### config.mk
export PLATFORM = sky130hd
export DESIGN_NAME = sme_ctrl
export DESIGN_NICKNAME = d
export VERILOG_FILES = /design/src/rtl/sme_pkg.sv /design/src/rtl/sme_ctrl.sv
export SDC_FILE = /design/constraint.sdc
export NUM_CORES = 1
export LEC_CHECK = 0
export CORE_MARGIN = 5
export CORE_UTILIZATION = 37
export CTS_CLUSTER_DIAMETER = 120
export DETAILED_ROUTE_END_ITERATION = 8
export PLACE_DENSITY = 0.61
export SETUP_SLACK_MARGIN = 0.1
export SLEW_MARGIN = 10
export SYNTH_ARGS = -nofsm -noshare
export SYNTH_HDL_FRONTEND = slang
export SYNTH_SLANG_ARGS = --single-unit
### constraint.sdc
create_clock -name clk -period 32.3 [get_ports clk]
set_input_delay 4.845 -clock clk [delete_from_list [all_inputs] [get_ports clk]]
set_output_delay 4.845 -clock clk [all_outputs]
set_load 0.005 [all_outputs]
### src/rtl/sme_pkg.sv
// Shared definitions for the string-matching engine: controller state codes,
// special pattern characters and the string/pattern capacity limits.
package sme_pkg;

  typedef enum logic [2:0] {
    IDLE     = 3'd0,
    LOAD_STR = 3'd1,
    LOAD_PAT = 3'd2,
    COMP     = 3'd3,
    OUT      = 3'd4
  } sme_state_e;

  localparam logic [7:0] HEAD  = 8'h5E;
  localparam logic [7:0] TAIL  = 8'h24;
  localparam logic [7:0] DOT   = 8'h2E;
  localparam logic [7:0] SPACE = 8'h20;

  localparam int STR_MAX   = 32;
  localparam int PAT_MAX   = 10;
  localparam int STR_BYTES = STR_MAX + 2;
  localparam int PAT_BYTES = PAT_MAX;

endpackage

### src/rtl/sme_ctrl.sv
// Controller for the string-matching engine: collects string and pattern
// characters from the host, hands them to the comparator and returns its result.
module sme_ctrl
  import sme_pkg::*;
(
  input  logic                     clk,
  input  logic                     reset,
  input  logic [7:0]               chardata,
  input  logic                     isstring,
  input  logic                     ispattern,
  input  logic                     comp_ready,
  input  logic                     comp_match,
  input  logic [4:0]               comp_index,
  output logic [8*STR_BYTES-1:0]   str_reg_w,
  output logic [8*PAT_BYTES-1:0]   pat_reg_w,
  output logic [5:0]               str_len,
  output logic [3:0]               pat_len,
  output logic [2:0]               c_state,
  output logic                     valid,
  output logic                     match,
  output logic [4:0]               match_index,
  output logic                     busy,
  output logic                     ovf
);

  sme_state_e               state_q, state_d;
  logic [8*STR_BYTES-1:0]   str_reg_q, str_reg_d;
  logic [8*PAT_BYTES-1:0]   pat_reg_q, pat_reg_d;
  logic [5:0]               str_len_q, str_len_d;
  logic [3:0]               pat_len_q, pat_len_d;
  logic                     valid_q, valid_d;
  logic                     match_q, match_d;
  logic [4:0]               match_index_q, match_index_d;
  logic                     ovf_q, ovf_d;
  logic [3:0]               pat_idx;

  always_ff @(posedge clk or posedge reset) begin
    if (reset) begin
      state_q       <= IDLE;
      str_reg_q     <= '0;
      pat_reg_q     <= '0;
      str_len_q     <= '0;
      pat_len_q     <= '0;
      valid_q       <= 1'b0;
      match_q       <= 1'b0;
      match_index_q <= '0;
      ovf_q         <= 1'b0;
    end else begin
      state_q       <= state_d;
      str_reg_q     <= str_reg_d;
      pat_reg_q     <= pat_reg_d;
      str_len_q     <= str_len_d;
      pat_len_q     <= pat_len_d;
      valid_q       <= valid_d;
      match_q       <= match_d;
      match_index_q <= match_index_d;
      ovf_q         <= ovf_d;
    end
  end

  always_comb begin
    state_d       = state_q;
    str_reg_d     = str_reg_q;
    pat_reg_d     = pat_reg_q;
    str_len_d     = str_len_q;
    pat_len_d     = pat_len_q;
    valid_d       = 1'b0;
    match_d       = 1'b0;
    match_index_d = '0;
    ovf_d         = ovf_q;
    // Pattern characters fill from the top byte downwards.
    pat_idx       = 4'(PAT_MAX - 1) - pat_len_q;

    unique case (state_q)
      IDLE: begin
        if (isstring) begin
          str_reg_d        = '0;
          str_reg_d[23:0]  = {SPACE, chardata, SPACE};
          str_len_d        = 6'd1;
          ovf_d            = 1'b0;
          state_d          = LOAD_STR;
        end else if (ispattern) begin
          pat_reg_d        = '0;
          pat_reg_d[8*PAT_BYTES-1 -: 8] = chardata;
          pat_len_d        = 4'd1;
          state_d          = LOAD_PAT;
        end
      end

      LOAD_STR: begin
        // isstring keeps priority here too, matching the IDLE decode.
        if (isstring) begin
          if (str_len_q < 6'(STR_MAX)) begin
            str_reg_d = {str_reg_q[8*STR_MAX+7:8], chardata, SPACE};
            str_len_d = str_len_q + 6'd1;
          end else begin
            ovf_d = 1'b1;
          end
        end else if (ispattern) begin
          pat_reg_d        = '0;
          pat_reg_d[8*PAT_BYTES-1 -: 8] = chardata;
          pat_len_d        = 4'd1;
          state_d          = LOAD_PAT;
        end else begin
          state_d = IDLE;
        end
      end

      LOAD_PAT: begin
        if (ispattern) begin
          if (pat_len_q < 4'(PAT_MAX)) begin
            pat_reg_d[8*pat_idx +: 8] = chardata;
            pat_len_d = pat_len_q + 4'd1;
          end else begin
            ovf_d = 1'b1;
          end
        end else begin
          state_d = COMP;
        end
      end

      COMP: begin
        if (comp_ready) begin
          valid_d       = 1'b1;
          match_d       = comp_match;
          match_index_d = comp_match ? comp_index : 5'd0;
          state_d       = OUT;
        end
      end

      OUT: begin
        state_d = IDLE;
      end

      default: begin
        state_d = IDLE;
      end
    endcase
  end

  assign str_reg_w   = str_reg_q;
  assign pat_reg_w   = pat_reg_q;
  assign str_len     = str_len_q;
  assign pat_len     = pat_len_q;
  assign c_state     = state_q;
  assign valid       = valid_q;
  assign match       = match_q;
  assign match_index = match_index_q;
  assign ovf         = ovf_q;
  assign busy        = (state_q == COMP) || (state_q == OUT);

endmodule

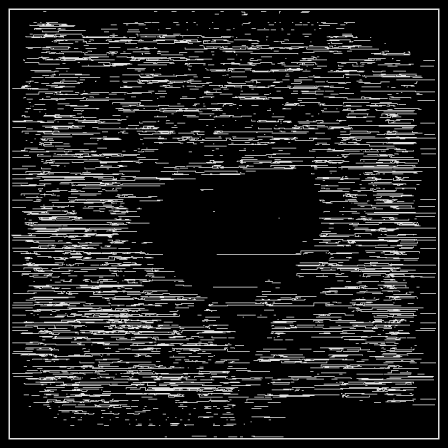
Fig. 1. Signal wires on met1.
The layer holds 43% of the routed length. The wires run mostly horizontal. The longest straight run is 46.5 um. The layer carries 17,900 um of wire. 1,262 nets have wire on it.

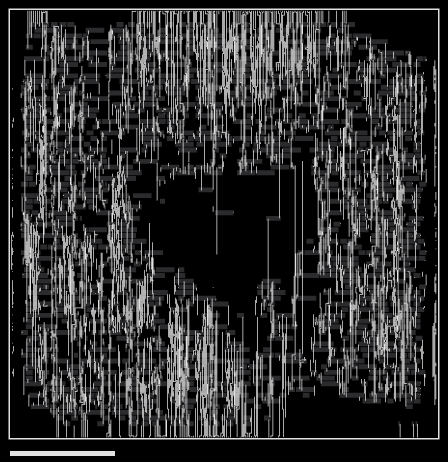
Fig. 2. M2 wires.
Scale bar: 50 um.
The layer holds 46% of the routed length. The longest straight run is 91.8 um. 1,255 nets have wire on it.

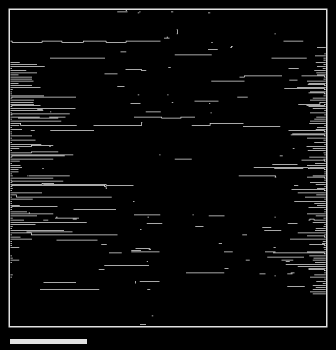
Fig. 3. Metal 3.
Scale bar: 50 um.
The layer holds 8.3% of the routed length. The layer carries 3,460 um of wire.
final WL: 41,900 um
routing usage on met3: 5.97%
via count: 10,200

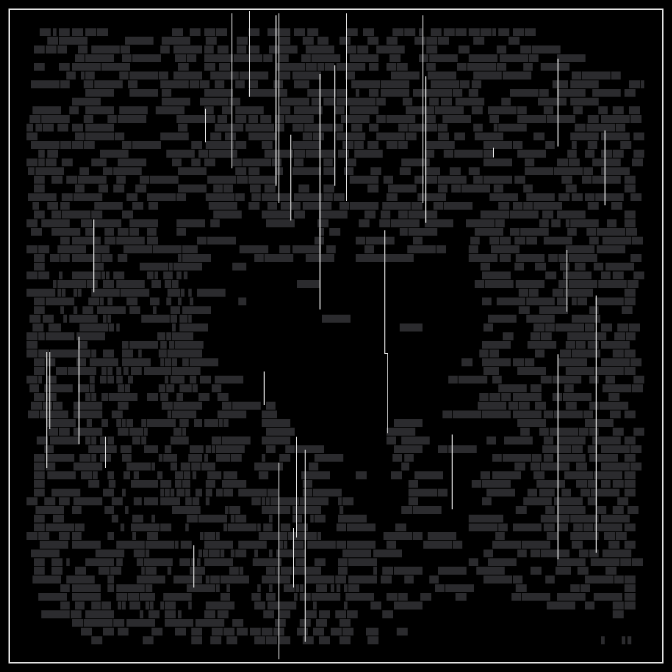
Fig. 4. Met4 routing.
The layer carries 1,120 um of wire. The layer holds 2.7% of the routed length. The wires run mostly vertical. 19 nets have wire on it.

==> out/qor.yml <==
status: "completed"
logic_family: "AND-OR/OR-AND gates"
critPathCaptureType: "register"
dp_slack_ns: 23.71
area_growth_pct: 39.3
nFillCells: 3224
vias_per_cell: 5.33
worst-setup-path-type: "in2reg"
gr-max-usage-layer: "met2"
place_area_sq_um: 18100
synth.avg_cell_area_sq_um: 13.7
cellLeakagePower_nw: 8.72
fmax_ghz: 0.123
mux_area_share_pct: 1.95
cts.clk_slew.worst_paths_ns: 0.06
grt_max_degree: 175
place.gp.congestion: 0.814
rsz0062_at_grt: "no"
skew_ns: 0.0143
finalSetupViolations: 0
synth_top_area_share_pct: 65.7
clock_sinks: 366
ys_types: 52
syn_area_sq_um: 13900
die_area_sq_um: 41700
whs_ns: 0.479
yosysWarningCount: 0
slowest_stage: "buf_4"
dp_cells: 1836
cts_resized: 0
final_antenna_net_count: 0
fin_crit_sh_pct: 25.2
hp-class: "reg2reg"
ys_ff: 366
synth-simple-area-share_pct: 6.56
ys_seq_share_pct: 65.7
most-common-layout-cells: "clkdlybuf4s50_1 (385), dfrtp_1 (366), a22o_1 (289)"
adder_share_pct: 0.808
worst_pin_slew_ns: 1.06
-- layer usage --
metal | share of wire [%] | up-vias
met3 | 8.3 | 69
li1 | - | 4526
met5 | 0 | -
met4 | 2.7 | 0
met2 | 46 | 394
met1 | 43 | 5174
-- power breakdown --
group	internal (mW)	switching, mW	total [mW]
Clock	0.272	0.182	0.453
Combinational	0.116	0.175	0.291
Sequential	0.492	0.0377	0.530
Total	0.880	0.394	1.27
-- layout make-up --
cell class              count  area [sq um]  share of cell area, %
flip-flops and latches    366          9160                   47.2
multi-input cells         560          4350                   22.4
repair buffers            392          3930                   20.2
clock buffers              58          1190                   6.13
well taps                 511           639                   3.29
clock inverters            11           119                  0.612
inverters                   7          33.8                  0.174
-- critical path: cells and delay by family --
kind	cells	cell delay [ns]
compound gates	1	0.25
simple gates	2	0.36
buf+inv	4	2.95
-- registers in the layout, indices dropped and copies added, names as in the netlist --
| name | flops |
|---|---|
| c_state | 3 |
| match | 1 |
| match_index | 5 |
| ovf | 1 |
| pat_len | 4 |
| pat_reg_w | 80 |
| str_len | 6 |
| str_reg_w | 265 |
| valid | 1 |
-- worst paths after layout --
| check | from | to | slack, ns | cells after the start |
|---|---|---|---|---|
| worst max-delay path | isstring | str_reg_w[198] | 24.17 | 7 |
| worst min-delay path | str_reg_w[5] | str_reg_w[5] | 0.48 | 1 |
| worst max register to register | c_state[0] | str_reg_w[198] | 28.20 | 6 |
| worst min register to register | str_reg_w[5] | str_reg_w[5] | 0.48 | 1 |
| max in group asynchronous | reset | str_reg_w[71] | 25.82 | 3 |
| min in group asynchronous | reset | str_reg_w[231] | 4.96 | 2 |
Power and IR drop assume default switching activity.
